File: src/rtl/encode_pkg.sv
// Shared constants and helpers for the registered N-way request encoder.
package encode_pkg;

    localparam logic [1:0] MODE_ONEHOT = 2'b00;
    localparam logic [1:0] MODE_MSB    = 2'b01;
    localparam logic [1:0] MODE_LSB    = 2'b10;
    localparam logic [1:0] MODE_RR     = 2'b11;

    localparam logic DIR_DOWN = 1'b0;
    localparam logic DIR_UP   = 1'b1;

    // True when more than one bit is set; clearing the lowest set bit leaves something behind.
    function automatic logic popcnt_gt1(input logic [63:0] v);
        return (v & (v - 64'd1)) != 64'd0;
    endfunction

endpackage

File: src/rtl/ffs_rot.sv
// Combinational find-first-set over N bits, starting at a given index and
// scanning up or down with wrap-around.
module ffs_rot #(
    parameter int N = 8,
    parameter int W = $clog2(N)
) (
    input  logic [N-1:0] vec,
    input  logic [W-1:0] start,
    input  logic         dir,
    output logic         hit,
    output logic [W-1:0] idx
);

    int pos;

    // Walk N positions from start; the first set bit met wins.
    always_comb begin
        hit = 1'b0;
        idx = '0;
        pos = 0;
        for (int i = 0; i < N; i++) begin
            if (dir) begin
                pos = int'(start) + i;
                if (pos >= N) pos = pos - N;
            end else begin
                pos = int'(start) - i;
                if (pos < 0) pos = pos + N;
            end
            if (!hit && vec[W'(pos)]) begin
                hit = 1'b1;
                idx = W'(pos);
            end
        end
    end

endmodule

File: src/rtl/encode_n_seq.sv
// Registered N-way request encoder: collects request lines into a pending set
// and issues one index per grant on a valid/ready output.
module encode_n_seq
    import encode_pkg::*;
#(
    parameter int N = 8,
    parameter int W = $clog2(N)
) (
    input  logic         clk,
    input  logic         rst_n,
    input  logic [N-1:0] in,
    input  logic [1:0]   mode,
    input  logic         clr,
    output logic [W-1:0] out_code,
    output logic         out_valid,
    input  logic         out_ready,
    output logic         err,
    output logic [N-1:0] pending
);

    logic [N-1:0] pending_q, pending_d;
    logic [W-1:0] out_code_q, out_code_d;
    logic         out_valid_q, out_valid_d;
    logic         err_q, err_d;
    logic [W-1:0] rr_ptr_q, rr_ptr_d;

    logic [N-1:0] cand;
    logic         stage_free;
    logic         multi_hot;
    logic [W-1:0] scan_start;
    logic         scan_dir;
    logic         sel_hit;
    logic [W-1:0] sel_idx;
    logic [N-1:0] grant_mask;

    assign cand       = pending_q | in;
    assign stage_free = !out_valid_q || out_ready;
    assign multi_hot  = popcnt_gt1(64'(cand));
    assign grant_mask = {{(N-1){1'b0}}, 1'b1} << sel_idx;

    // Scan origin and direction per mode; strict mode has at most one bit when it loads.
    always_comb begin
        scan_start = '0;
        scan_dir   = DIR_UP;
        case (mode)
            MODE_MSB: begin
                scan_start = W'(N - 1);
                scan_dir   = DIR_DOWN;
            end
            MODE_RR:  scan_start = rr_ptr_q;
            default:  ;
        endcase
    end

    ffs_rot #(.N(N), .W(W)) u_ffs (
        .vec   (cand),
        .start (scan_start),
        .dir   (scan_dir),
        .hit   (sel_hit),
        .idx   (sel_idx)
    );

    // Next-state for pending set, output stage, round-robin pointer and error pulse.
    always_comb begin
        pending_d   = cand;
        out_code_d  = out_code_q;
        out_valid_d = out_valid_q;
        err_d       = 1'b0;
        rr_ptr_d    = rr_ptr_q;
        if (clr) begin
            pending_d   = '0;
            out_valid_d = 1'b0;
        end else if (stage_free) begin
            if (!sel_hit) begin
                out_valid_d = 1'b0;
            end else if (mode == MODE_ONEHOT && multi_hot) begin
                // Ambiguous strict request: drop everything and flag it.
                out_valid_d = 1'b0;
                pending_d   = '0;
                err_d       = 1'b1;
            end else begin
                out_code_d  = sel_idx;
                out_valid_d = 1'b1;
                pending_d   = cand & ~grant_mask;
                if (mode == MODE_RR) begin
                    rr_ptr_d = (sel_idx == W'(N - 1)) ? '0 : sel_idx + W'(1);
                end
            end
        end
    end

    // State registers with asynchronous active-low reset.
    always_ff @(posedge clk or negedge rst_n) begin
        if (!rst_n) begin
            pending_q   <= '0;
            out_code_q  <= '0;
            out_valid_q <= 1'b0;
            err_q       <= 1'b0;
            rr_ptr_q    <= '0;
        end else begin
            pending_q   <= pending_d;
            out_code_q  <= out_code_d;
            out_valid_q <= out_valid_d;
            err_q       <= err_d;
            rr_ptr_q    <= rr_ptr_d;
        end
    end

    assign out_code  = out_code_q;
    assign out_valid = out_valid_q;
    assign err       = err_q;
    assign pending   = pending_q;

endmodule

File: config.mk
export PLATFORM = sky130hd
export DESIGN_NAME = encode_n_seq
export DESIGN_NICKNAME = d
export VERILOG_FILES = /design/src/rtl/encode_pkg.sv /design/src/rtl/ffs_rot.sv /design/src/rtl/encode_n_seq.sv
export SDC_FILE = /design/constraint.sdc
export NUM_CORES = 1
export LEC_CHECK = 0
export ABC_CLOCK_PERIOD_IN_PS = 7700
export CAP_MARGIN = 40
export CORE_MARGIN = 2
export CORE_UTILIZATION = 45
export CTS_CLUSTER_DIAMETER = 80
export DETAILED_ROUTE_END_ITERATION = 8
export PLACE_DENSITY_LB_ADDON = 0.3
export SLEW_MARGIN = 25
export SYNTH_ARGS = -nofsm -noshare
export SYNTH_HDL_FRONTEND = slang
export SYNTH_SLANG_ARGS = --single-unit
File: constraint.sdc
create_clock -name clk -period 7.7 [get_ports clk]
set_clock_uncertainty 0.2 [all_clocks]
set_input_delay 0.77 -clock clk [delete_from_list [all_inputs] [get_ports clk]]
set_output_delay 0.77 -clock clk [all_outputs]
set_load 0.005 [all_outputs]
==> commit_impl_results.txt <==
Store results of the implementation flow

- Xor/xnor share: 1.25%
- The worst register-to-register path begins at rr_ptr_q[1]$_DFFE_PN0P_.
- Cell taking the most area after synthesis: sky130_fd_sc_hd__dfrtp_1
* Pint: 323 uW
- Port-buffer cells: 26
- Post-synthesis compound-gate area fraction: 32.3%
- In this run the cell area of the synthesized design comes to 2000 um^2.
- The synthesized netlist handed to floorplanning was reported with a cell count of 256.
* Buffer type at the clock tree root: sky130_fd_sc_hd__clkbuf_8
* Avg WL per Cell: 19.2 um
- IR analysis of the VDD net gives a maximum drop of 178 uV.
- Leaving out filler cells and counting taps, the final layout contains 324.
- Yosys warning count: 0
- F_max: 0.169 GHz
- In the per-layer breakdown of the detailed-route log, met1 shows 2570 um.
- Slew @ Worst Pin: 0.740 ns
- A synthesized cell averages 7.81 um^2.
- Critical Path Sink: pending[1]$_DFF_PN0_
- Global routing used 38.6% of the available met2 tracks.
- Final wirelength: 6210 um
* Synthesized chip area reported by yosys: 2000 um^2
- Run status: finished, final reports clean
- The number of antenna violations at the first check in global routing is 0.
* Clock-pin transition on the worst setup and hold timing paths: 0.07 ns
- The number of global-route vias before repair came to 1958.
* R2r endpoint: pending[1]$_DFF_PN0_
- Across all checked pins, the minimum headroom to the slew limit is 50.0%.
- Logic gate fraction of the total cell area: 64.5%
- The detailed router finished its first iteration with 302 violations.
- From the final report, the count of setup violators was given as 0.
- Counting stages on the worst path, the most repeated cell is sky130_fd_sc_hd__ha_1.
- Critical path, cell by cell: clkdlybuf4s50_1, nand2b_1, nand2_2, inv_2, ha_1, inv_1, ha_1, mux4_2, mux2i_1, nand3_1, or2_2, a31oi_1, inv_1, ha_1, nand3_1, o311ai_0, a211oi_1
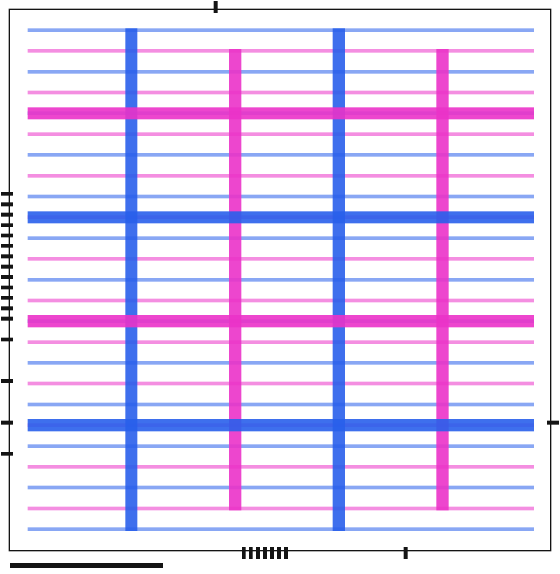
**Above:** floorplan with the power grid.
The bar under the picture is 20 um long. Pins as bars on the die edge.
blue -> VSS
magenta -> VDD
met5 straps = 4
met1 rails = 25
met4 straps = 4
signal pins = 27

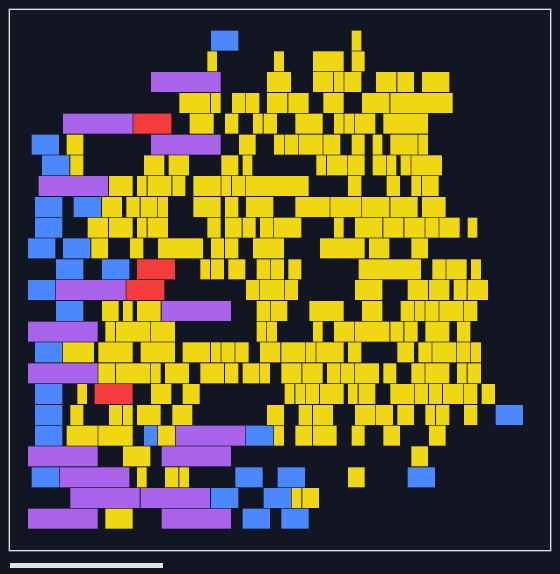
**Above:** placed cells, one colour a class.
The bar under the picture is 20 um long.
yellow -> combinational and other logic  # cells 225, share of their area 68%
blue -> other buffers and delay cells  # cells 27, share of their area 12%
red -> clock drivers and dummy loads  # cells 4, share of their area 2.4%
purple -> flops  # cells 16, share of their area 18%
end-of-flow core utilization: 53.6%
final non-filler cell area: 2320 um^2
floorplan core area: 4320 um^2
register share of the cell area: 17.3%
placement row count: 24

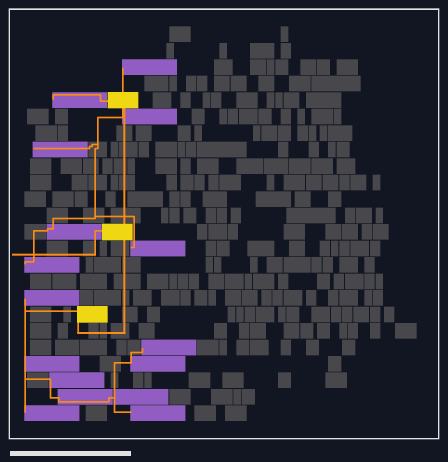
**Above:** routed clock nets over the placement.
The bar under the picture is 20 um long.
orange -> clock wires  # length 226 um
purple -> flip-flops  # count 16
yellow -> clock drivers  # count 3
routed clock nets = 4
clk latency late pin: 0.26 ns
power drawn by the clock network: 76.9 uW
clock share of power: 12.3%

No activity file was given, so power comes from the tool's default toggle rates.
